===== config.mk =====
export PLATFORM = sky130hd
export DESIGN_NAME = dbg_pulse_stretch_mc_flat
export DESIGN_NICKNAME = d
export VERILOG_FILES = /design/src/rtl/dbg_pulse_stretch_mc_if.sv /design/src/rtl/dbg_pulse_stretch_mc.sv /design/src/flat_wrapper.sv
export SDC_FILE = /design/constraint.sdc
export NUM_CORES = 1
export LEC_CHECK = 0
export CAP_MARGIN = 5
export CORE_ASPECT_RATIO = 1.1
export CORE_UTILIZATION = 53
export DETAILED_ROUTE_END_ITERATION = 12
export GPL_ROUTABILITY_DRIVEN = 0
export PLACE_DENSITY = 0.79
export SYNTH_ARGS = -nofsm -noshare
export SYNTH_HDL_FRONTEND = slang
export SYNTH_SLANG_ARGS = --single-unit

===== constraint.sdc =====
create_clock -name clk_i -period 3.3 [get_ports clk_i]
set_input_delay 0.66 -clock clk_i [delete_from_list [all_inputs] [get_ports clk_i]]
set_output_delay 0.66 -clock clk_i [all_outputs]
set_load 0.01 [all_outputs]

===== src/rtl/dbg_pulse_stretch_mc_if.sv =====
// dbg_pulse_stretch_mc_if: trigger/config/status bundle.
// master drives start/len/retrig/clr; slave returns pulse/done/overrun.
interface dbg_pulse_stretch_mc_if #(
  parameter int NUM_CH = 4,
  parameter int CNT_W  = 8
);
  logic [NUM_CH-1:0]       start_i;
  logic [NUM_CH*CNT_W-1:0] len_i;
  logic [NUM_CH-1:0]       retrig_i;
  logic [NUM_CH-1:0]       clr_i;
  logic [NUM_CH-1:0]       pulse_o;
  logic [NUM_CH-1:0]       done_o;
  logic [NUM_CH-1:0]       overrun_o;

  modport master (
    output start_i, len_i, retrig_i, clr_i,
    input  pulse_o, done_o, overrun_o
  );

  modport slave (
    input  start_i, len_i, retrig_i, clr_i,
    output pulse_o, done_o, overrun_o
  );
endinterface


===== src/rtl/dbg_pulse_stretch_mc.sv =====
// dbg_pulse_stretch_mc: multi-channel programmable pulse stretcher.
// clk_i, rst_i (async, active-high); bus: slave side of the bundle.
module dbg_pulse_stretch_mc #(
  parameter int NUM_CH      = 4,
  parameter int CNT_W       = 8,
  parameter int SYNC_STAGES = 2,
  parameter int EDGE_MODE   = 1
) (
  input logic                   clk_i,
  input logic                   rst_i,
  dbg_pulse_stretch_mc_if.slave bus
);
  logic [NUM_CH-1:0] start_s;
  logic [NUM_CH-1:0] start_q, start_d;
  logic [NUM_CH-1:0] trig_q, trig_d;
  logic [NUM_CH-1:0] pulse_q, pulse_d;
  logic [NUM_CH-1:0] done_q, done_d;
  logic [NUM_CH-1:0] ovr_q, ovr_d;
  logic [CNT_W-1:0]  cnt_q [NUM_CH];
  logic [CNT_W-1:0]  cnt_d [NUM_CH];
  logic [CNT_W-1:0]  len_c [NUM_CH];

  generate
    if (SYNC_STAGES > 0) begin : g_sync
      logic [NUM_CH-1:0] sync_q [SYNC_STAGES];
      always_ff @(posedge clk_i or posedge rst_i) begin
        if (rst_i) begin
          for (int i = 0; i < SYNC_STAGES; i++)
            sync_q[i] <= '0;
        end else begin
          sync_q[0] <= bus.start_i;
          for (int i = 1; i < SYNC_STAGES; i++)
            sync_q[i] <= sync_q[i-1];
        end
      end
      assign start_s = sync_q[SYNC_STAGES-1];
    end else begin : g_nosync
      assign start_s = bus.start_i;
    end
  endgenerate

  // Trigger is registered once more so the counter loads at
  // edge SYNC_STAGES+1 after start_i is first sampled.
  always_comb begin
    start_d = start_s;
    if (EDGE_MODE != 0)
      trig_d = start_s & ~start_q;
    else
      trig_d = start_s;
  end

  always_comb begin
    for (int n = 0; n < NUM_CH; n++) begin
      len_c[n]   = bus.len_i[n*CNT_W +: CNT_W];
      cnt_d[n]   = cnt_q[n];
      done_d[n]  = 1'b0;
      ovr_d[n]   = ovr_q[n] & ~bus.clr_i[n];
      if (cnt_q[n] == '0) begin
        if (trig_q[n] && len_c[n] != '0)
          cnt_d[n] = len_c[n];
      end else if (trig_q[n] && bus.retrig_i[n] &&
                   len_c[n] != '0) begin
        cnt_d[n] = len_c[n];
      end else begin
        // Dropped trigger: set wins over a same-cycle clear.
        if (trig_q[n] && !bus.retrig_i[n])
          ovr_d[n] = 1'b1;
        cnt_d[n]  = cnt_q[n] - CNT_W'(1);
        done_d[n] = (cnt_q[n] == CNT_W'(1));
      end
      pulse_d[n] = (cnt_d[n] != '0);
    end
  end

  always_ff @(posedge clk_i or posedge rst_i) begin
    if (rst_i) begin
      start_q <= '0;
      trig_q  <= '0;
      pulse_q <= '0;
      done_q  <= '0;
      ovr_q   <= '0;
      for (int n = 0; n < NUM_CH; n++)
        cnt_q[n] <= '0;
    end else begin
      start_q <= start_d;
      trig_q  <= trig_d;
      pulse_q <= pulse_d;
      done_q  <= done_d;
      ovr_q   <= ovr_d;
      for (int n = 0; n < NUM_CH; n++)
        cnt_q[n] <= cnt_d[n];
    end
  end

  assign bus.pulse_o   = pulse_q;
  assign bus.done_o    = done_q;
  assign bus.overrun_o = ovr_q;
endmodule


===== src/flat_wrapper.sv =====
// flat-port wrapper written by rule: the top's interface ports become plain ports
module dbg_pulse_stretch_mc_flat 
#(
  parameter int NUM_CH      = 4,
  parameter int CNT_W       = 8,
  parameter int SYNC_STAGES = 2,
  parameter int EDGE_MODE   = 1
)
  (clk_i, rst_i, bus_start_i, bus_len_i, bus_retrig_i, bus_clr_i, bus_pulse_o, bus_done_o, bus_overrun_o);
  dbg_pulse_stretch_mc_if #(.NUM_CH(NUM_CH), .CNT_W(CNT_W)) bus_i ();
  input logic clk_i;
  input logic rst_i;
  input wire logic [$bits(bus_i.start_i)-1:0] bus_start_i;
  input wire logic [$bits(bus_i.len_i)-1:0] bus_len_i;
  input wire logic [$bits(bus_i.retrig_i)-1:0] bus_retrig_i;
  input wire logic [$bits(bus_i.clr_i)-1:0] bus_clr_i;
  output wire logic [$bits(bus_i.pulse_o)-1:0] bus_pulse_o;
  output wire logic [$bits(bus_i.done_o)-1:0] bus_done_o;
  output wire logic [$bits(bus_i.overrun_o)-1:0] bus_overrun_o;
  assign bus_i.start_i = bus_start_i;
  assign bus_i.len_i = bus_len_i;
  assign bus_i.retrig_i = bus_retrig_i;
  assign bus_i.clr_i = bus_clr_i;
  assign bus_pulse_o = bus_i.pulse_o;
  assign bus_done_o = bus_i.done_o;
  assign bus_overrun_o = bus_i.overrun_o;
  dbg_pulse_stretch_mc #(.NUM_CH(NUM_CH), .CNT_W(CNT_W), .SYNC_STAGES(SYNC_STAGES), .EDGE_MODE(EDGE_MODE)) u_core (.clk_i(clk_i), .rst_i(rst_i), .bus(bus_i));
endmodule

==> changes_impl.md, run 1 <==
### Physical design

* Total power at 2987 uW
* Met1 usage in global routing at 30.82%
* Top cells by area: dfrtp_1 45%, ha_1 4.5%, o21ai_0 4.4%
* H-tree level count at 3
* Place WS at 0.1990 ns
* Fmax at 360.4 MHz
* Post-synthesis adder-cell area fraction at 4.518%
* Worst Reg-to-Reg Cells at 7
* Drt first pass iters at 4
* Clock Root Buffer: clkbuf_8
* Vias in the first global route at 2824
* Comb pwr share at 39.0%
* Worst setup SP type: input pin
* Port-buffer cells at 57
* Synth top area share at 45.18%
* Clk power at 539 uW
* Crit path max fanout at 3
* Min Tclk post-route at 2.774 ns
* Relative slew slack at 58.83%
* Net count, final at 468
* Hold depth at 0
* Die Span Y at 85.05 um
* Post-CTS Resized at 0
* Basic Gates by Area at 23.98%
* Non-clk invs at 15
* Complex Gates by Area at 17.70%
* Total gr overflow at 0
* Logic Gate Count at 264
* Seq. cell area at 1501 um^2
* First-pass GRT wire length at 12710 um
* Register share after synthesis at 45.18%
* Met2 wire len at 3664 um
* WL final at 7564 um
* Mapped Area at 3323 um^2
* # Max-Cap Violations at 0
* Total setup buffers inserted after CTS at 0
* GRT Overall Usage at 24.80%
* Gate count after technology mapping at 347
* Crit-path max cell delay at 0.55 ns
* Ports at 58
* FF-to-FF Start: u_core.cnt_q[24]
* Crit-path cells: clkdlybuf4s50_1 -> or4_4 -> o311a_1 -> or3_1 -> a22oi_1 -> or4b_1
* Least-Margin Pin Slew at 0.6119 ns
* Max Slew Vio Count at 0
* Pwr top: sequential cells
* Vias post-DR at 2916
* Die X at 77.50 um
* GR Layer Usage met3 at 5.806%
* Most used logic cell in the final layout: dfrtp_1
* Cell type with the largest total area: dfrtp_1
* Clk slew on worst S/H paths at 0.06 ns
* Routed length per instance at 15.44 um
* Pwr dens at 719.8 nW/um^2
* Leakage at 0.001669 uW
* Net count after synthesis at 405
* Worst Hold End: u_core.start_d[3]
* Clock buffers at 11
* Placed instance count at 476
* R2r setup slk at 0.64 ns
* Largest delay share family, worst path: simple AND/OR/NAND/NOR gates
* MUX share of area at 0.9789%
* Rows at 29
* Ys async rst share at 100.0%
* Number of non-clock buffers in the layout at 60
* Setup violators final at 0
* Clk latency late pin at 0.34 ns
* Layout Skew at 0.01257 ns
* Register share of total power at 43.0%
* RSZ-0062 raised after global routing: no
* Area reported by Yosys stat at 3323 um^2
* Synth Register Bits at 60
* Well tap count at 77
* Cycle use final at 84.08%
* Count of tool warnings at 34
* DIE AREA at 6591 um^2
* Wl on met1 at 3323 um
* TritonCTS clock tree: built
* Distinct lib cells at 62
* Ys cells at 347
* HP Start: u_core.g_sync.sync_q[7]
* Status: finished, final reports clean
* R2r endpoint: u_core.bus.pulse_o[0]
* Yosys xor share at 5.008%
* Count of final hold-check violations at 0
* Bufs on Longest Clock Path at 2
* Worst setup endpoint: u_core.bus.pulse_o[3]
* Sequential cell area share at 36.18%
* Int Power at 1818 uW
* Synth Warn # at 0
[run 1: cell usage after synthesis (2+ instances only)]
cell type and number:
nand3b_1 4, o211ai_1 2, a211o_1 3, nor4_1 11, nor3_1 10, nor2_1 22, nand2_1 38, o31ai_1 2
a22o_1 2, a31o_2 2, o21ai_0 29, or4b_1 4, a21boi_0 3, a21o_1 4, xor2_1 5, nand2b_1 2
a221o_1 2, or4_1 5, o21a_1 3, a22oi_1 2, nand4b_1 3, a2bb2oi_1 2, and3_1 2, xnor2_1 14
or2_2 3, ha_1 12, o21bai_1 3, inv_1 15, a211oi_1 2, nor3b_1 3, a21oi_1 9, a31oi_1 4
and2_1 6, nor2b_1 9, clkbuf_1 7, nor4b_1 2, or3_1 3, nand3_1 8, a32oi_1 2, mux2_2 2
dfrtp_1 60
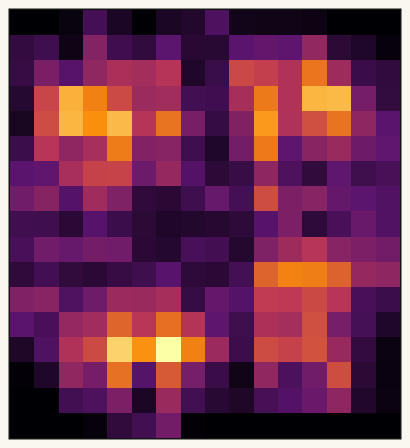
Run 1: signal metal coverage by tile
The die is cut into 16 by 17 equal tiles; black is low, pale yellow is high, scaled to the fullest tile. Values are wire area over tile area, all layers added.
emptiest ninth of the die: center
mean over tiles: 0.18
nearly empty tiles: 8.5%
fullest tile: 0.63

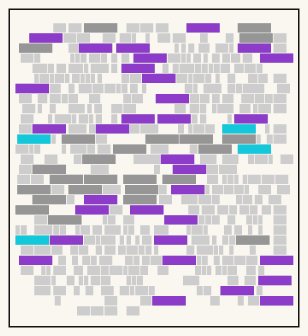
Run 1: sequential cells grouped by signal name
legend:
  purple:
    signal: u_core.cnt_q
    flops: 32
    where: widely spread
  cyan:
    signal: u_core.bus.overrun_o
    flops: 4

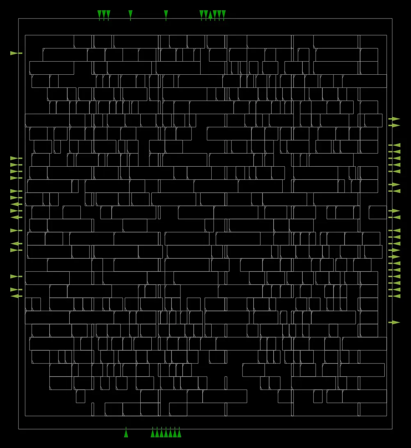
Run 1: cell outlines without signal wires
Cell Count, Final, Fillers Out: 490
Final Util: 70.17%
fillers: 461

==> run 2: changes to the inputs <==
--- a/config.mk
+++ b/config.mk
@@ -7,10 +7,10 @@
 export LEC_CHECK = 0
 export CAP_MARGIN = 5
 export CORE_ASPECT_RATIO = 1.1
-export CORE_UTILIZATION = 53
+export CORE_UTILIZATION = 48
 export DETAILED_ROUTE_END_ITERATION = 12
 export GPL_ROUTABILITY_DRIVEN = 0
-export PLACE_DENSITY = 0.79
+export PLACE_DENSITY = 0.76
 export SYNTH_ARGS = -nofsm -noshare
 export SYNTH_HDL_FRONTEND = slang
 export SYNTH_SLANG_ARGS = --single-unit
==> constraint.sdc (replaced) <==
create_clock -name clk_i -period 2.55 [get_ports clk_i]
set_input_delay 0.51 -clock clk_i [delete_from_list [all_inputs] [get_ports clk_i]]
set_output_delay 0.51 -clock clk_i [all_outputs]
set_load 0.01 [all_outputs]
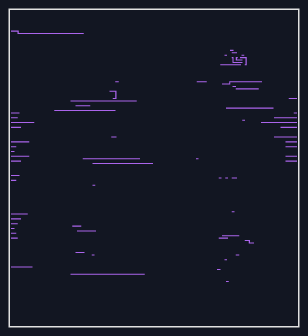
Run 2: the metal 3 layer
longest straight run: 20.7 um
wire length on this layer: 285 um
main direction: horizontal
nets with wire on the layer: 53
share of all routed wire: 3.5%

==> changes_impl.md, run 2 <==
### Physical design

* Commonest cells in the netlist: 60 x dfrtp_1, 38 x nand2_1, 29 x o21ai_0 (unchanged)
* Fillers at 525 (was 461)
* Synth Warn # at 0 (unchanged)
* Clk power at 858 uW (was 539 uW)
* Logic share of the area at 38.78% (was 41.78%)
* Vias post-DR at 3081 (was 2916)
* HP Start: u_core.g_sync.sync_q[4] (was u_core.g_sync.sync_q[7])
* Gate count after technology mapping at 347 (unchanged)
* Initial antenna violation count at 0 (unchanged)
* Port-buffer cells at 57 (unchanged)
* TritonCTS clock tree: built (unchanged)
* Drt first pass iters at 4 (unchanged)
* Synth top area share at 45.18% (unchanged)
* Register share of total power at 37.8% (was 43.0%)
* Register share after synthesis at 45.18% (unchanged)
* Die Span Y at 89.27 um (was 85.05 um)
* Routed length per instance at 15.16 um (was 15.44 um)
* Final setup margin at -0.005307 ns (was 0.5255 ns)
* Status: finished, violations left (was finished, final reports clean)
* Relative slew slack at 62.73% (was 58.83%)
* GRT Overall Usage at 24.25% (was 24.80%)
* Distinct lib cells at 62 (unchanged)
* DIE AREA at 7260 um^2 (was 6591 um^2)
* Area reported by Yosys stat at 3323 um^2 (unchanged)
* Mapped Area at 3323 um^2 (unchanged)
* Complex Gates by Area at 17.70% (unchanged)
* FF-to-FF Start: u_core.cnt_q[25] (was u_core.cnt_q[24])
* Hold WS at 0.3495 ns (was 0.3448 ns)
* Sequential cell area share at 32.96% (was 36.18%)
* Worst setup SP type: input pin (unchanged)
* Ys async rst share at 100.0% (unchanged)
* Detail Placement HPWL at 6092 um (was 5717 um)
* Crit path max fanout at 3 (unchanged)
* Ports at 58 (unchanged)
* Count leader, synth: dfrtp_1 (unchanged)
* Ys cells at 347 (unchanged)
* Total gr overflow at 0 (unchanged)
* Post-synthesis adder-cell area fraction at 4.518% (unchanged)
* Min Tclk post-route at 2.555 ns
* Net count, final at 511 (was 468)
* Largest delay share family, worst path: simple AND/OR/NAND/NOR gates (unchanged)
* RSZ-0062 raised after global routing: no (unchanged)
* Crit-path max cell delay at 0.55 ns (about the same)
* Leakage at 0.001896 uW (was 0.001669 uW)
* Yosys xor share at 5.008% (unchanged)
* # Max-Cap Violations at 0 (unchanged)
* Fmax at 391.3 MHz
* Top cells by area: dfrtp_1 45%, ha_1 4.5%, o21ai_0 4.4% (unchanged)
* Worst Reg-to-Reg Cells at 7 (unchanged)
* First-pass GRT wire length at 13300 um (was 12710 um)
* Post-CTS Resized at 0 (unchanged)
* Pwr dens at 933.0 nW/um^2 (was 719.8 nW/um^2)
* Basic Gates by Area at 23.98% (unchanged)
* Hold depth at 0 (unchanged)
* Clock buffers at 9 (was 11)
* MUX share of area at 0.9789% (unchanged)
* Clock-cell share of area at 4.394% (was 3.768%)
* Cell type with the largest total area: dfrtp_1 (unchanged)
* Clock Root Buffer: clkbuf_8 (unchanged)
* Well tap count at 82 (was 77)
* Non-clk invs at 15 (unchanged)
* Max Slew Vio Count at 0 (unchanged)
* Logic Gate Count at 264 (unchanged)
* Layout Skew at 0.01376 ns (was 0.01257 ns)
* WL final at 8187 um (was 7564 um)
* Vias in the first global route at 2938 (was 2824)
* Crit path DRT at 2.76 ns (was 3.50 ns)
* Count of final hold-check violations at 0 (unchanged)
* Count of tool warnings at 34 (unchanged)
* Clk latency late pin at 0.33 ns (was 0.34 ns)
* Worst setup endpoint: u_core.bus.pulse_o[3] (unchanged)
* Synth Register Bits at 60 (unchanged)
* Pwr top: combinational cells (was sequential cells)
* Total setup buffers inserted after CTS at 0 (unchanged)
* Die X at 81.34 um (was 77.50 um)
* Comb pwr share at 42.0% (was 39.0%)
* Cycle use final at 100.2%
* Worst Hold End: u_core.start_d[0] (was u_core.start_d[3])
* Least-Margin Pin Slew at 0.5450 ns (was 0.6119 ns)
* R2r setup slk at 0.11 ns (was 0.64 ns)
* Setup violators final at 1 (was 0)
* Failing checks: setup timing
* Bufs on Longest Clock Path at 2 (unchanged)
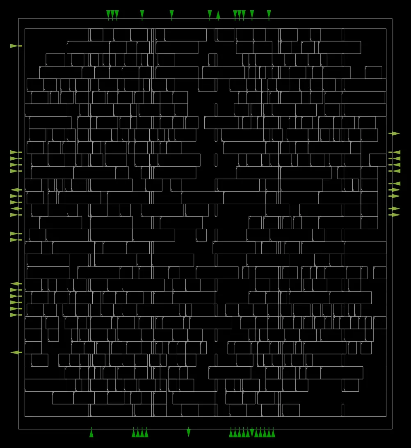
Run 2: cell outlines without signal wires
Cell Count, Final, Fillers Out: 540
Rows: 31
flip-flops: 60

==> run 2: routing by layer <==
| layer | global-route usage (%) | vias up | part of all wire [%] |
|---|---|---|---|
| met5 | 0 | - | 0 |
| met4 | 12.34 | 0 | 3.2 |
| met3 | 4.388 | 26 | 3.5 |
| met2 | 41.52 | 85 | 51 |
| met1 | 29.04 | 1484 | 43 |
| li1 | - | 1486 | - |
==> run 2: through the flow <==
step | setup WS, ns | power (uW) | instances
2_1_floorplan | 0.1525 | 2695 | 347
3_3_place_gp | -0.2995 | 3251 | 524
3_5_place_dp | -0.3309 | 3323 | 524
4_1_cts | 0.02034 | 4209 | 540
5_1_grt | 0.004589 | 4561 | 540
6_report | -0.005307 | 4250 | 540
Power and IR drop assume default switching activity.
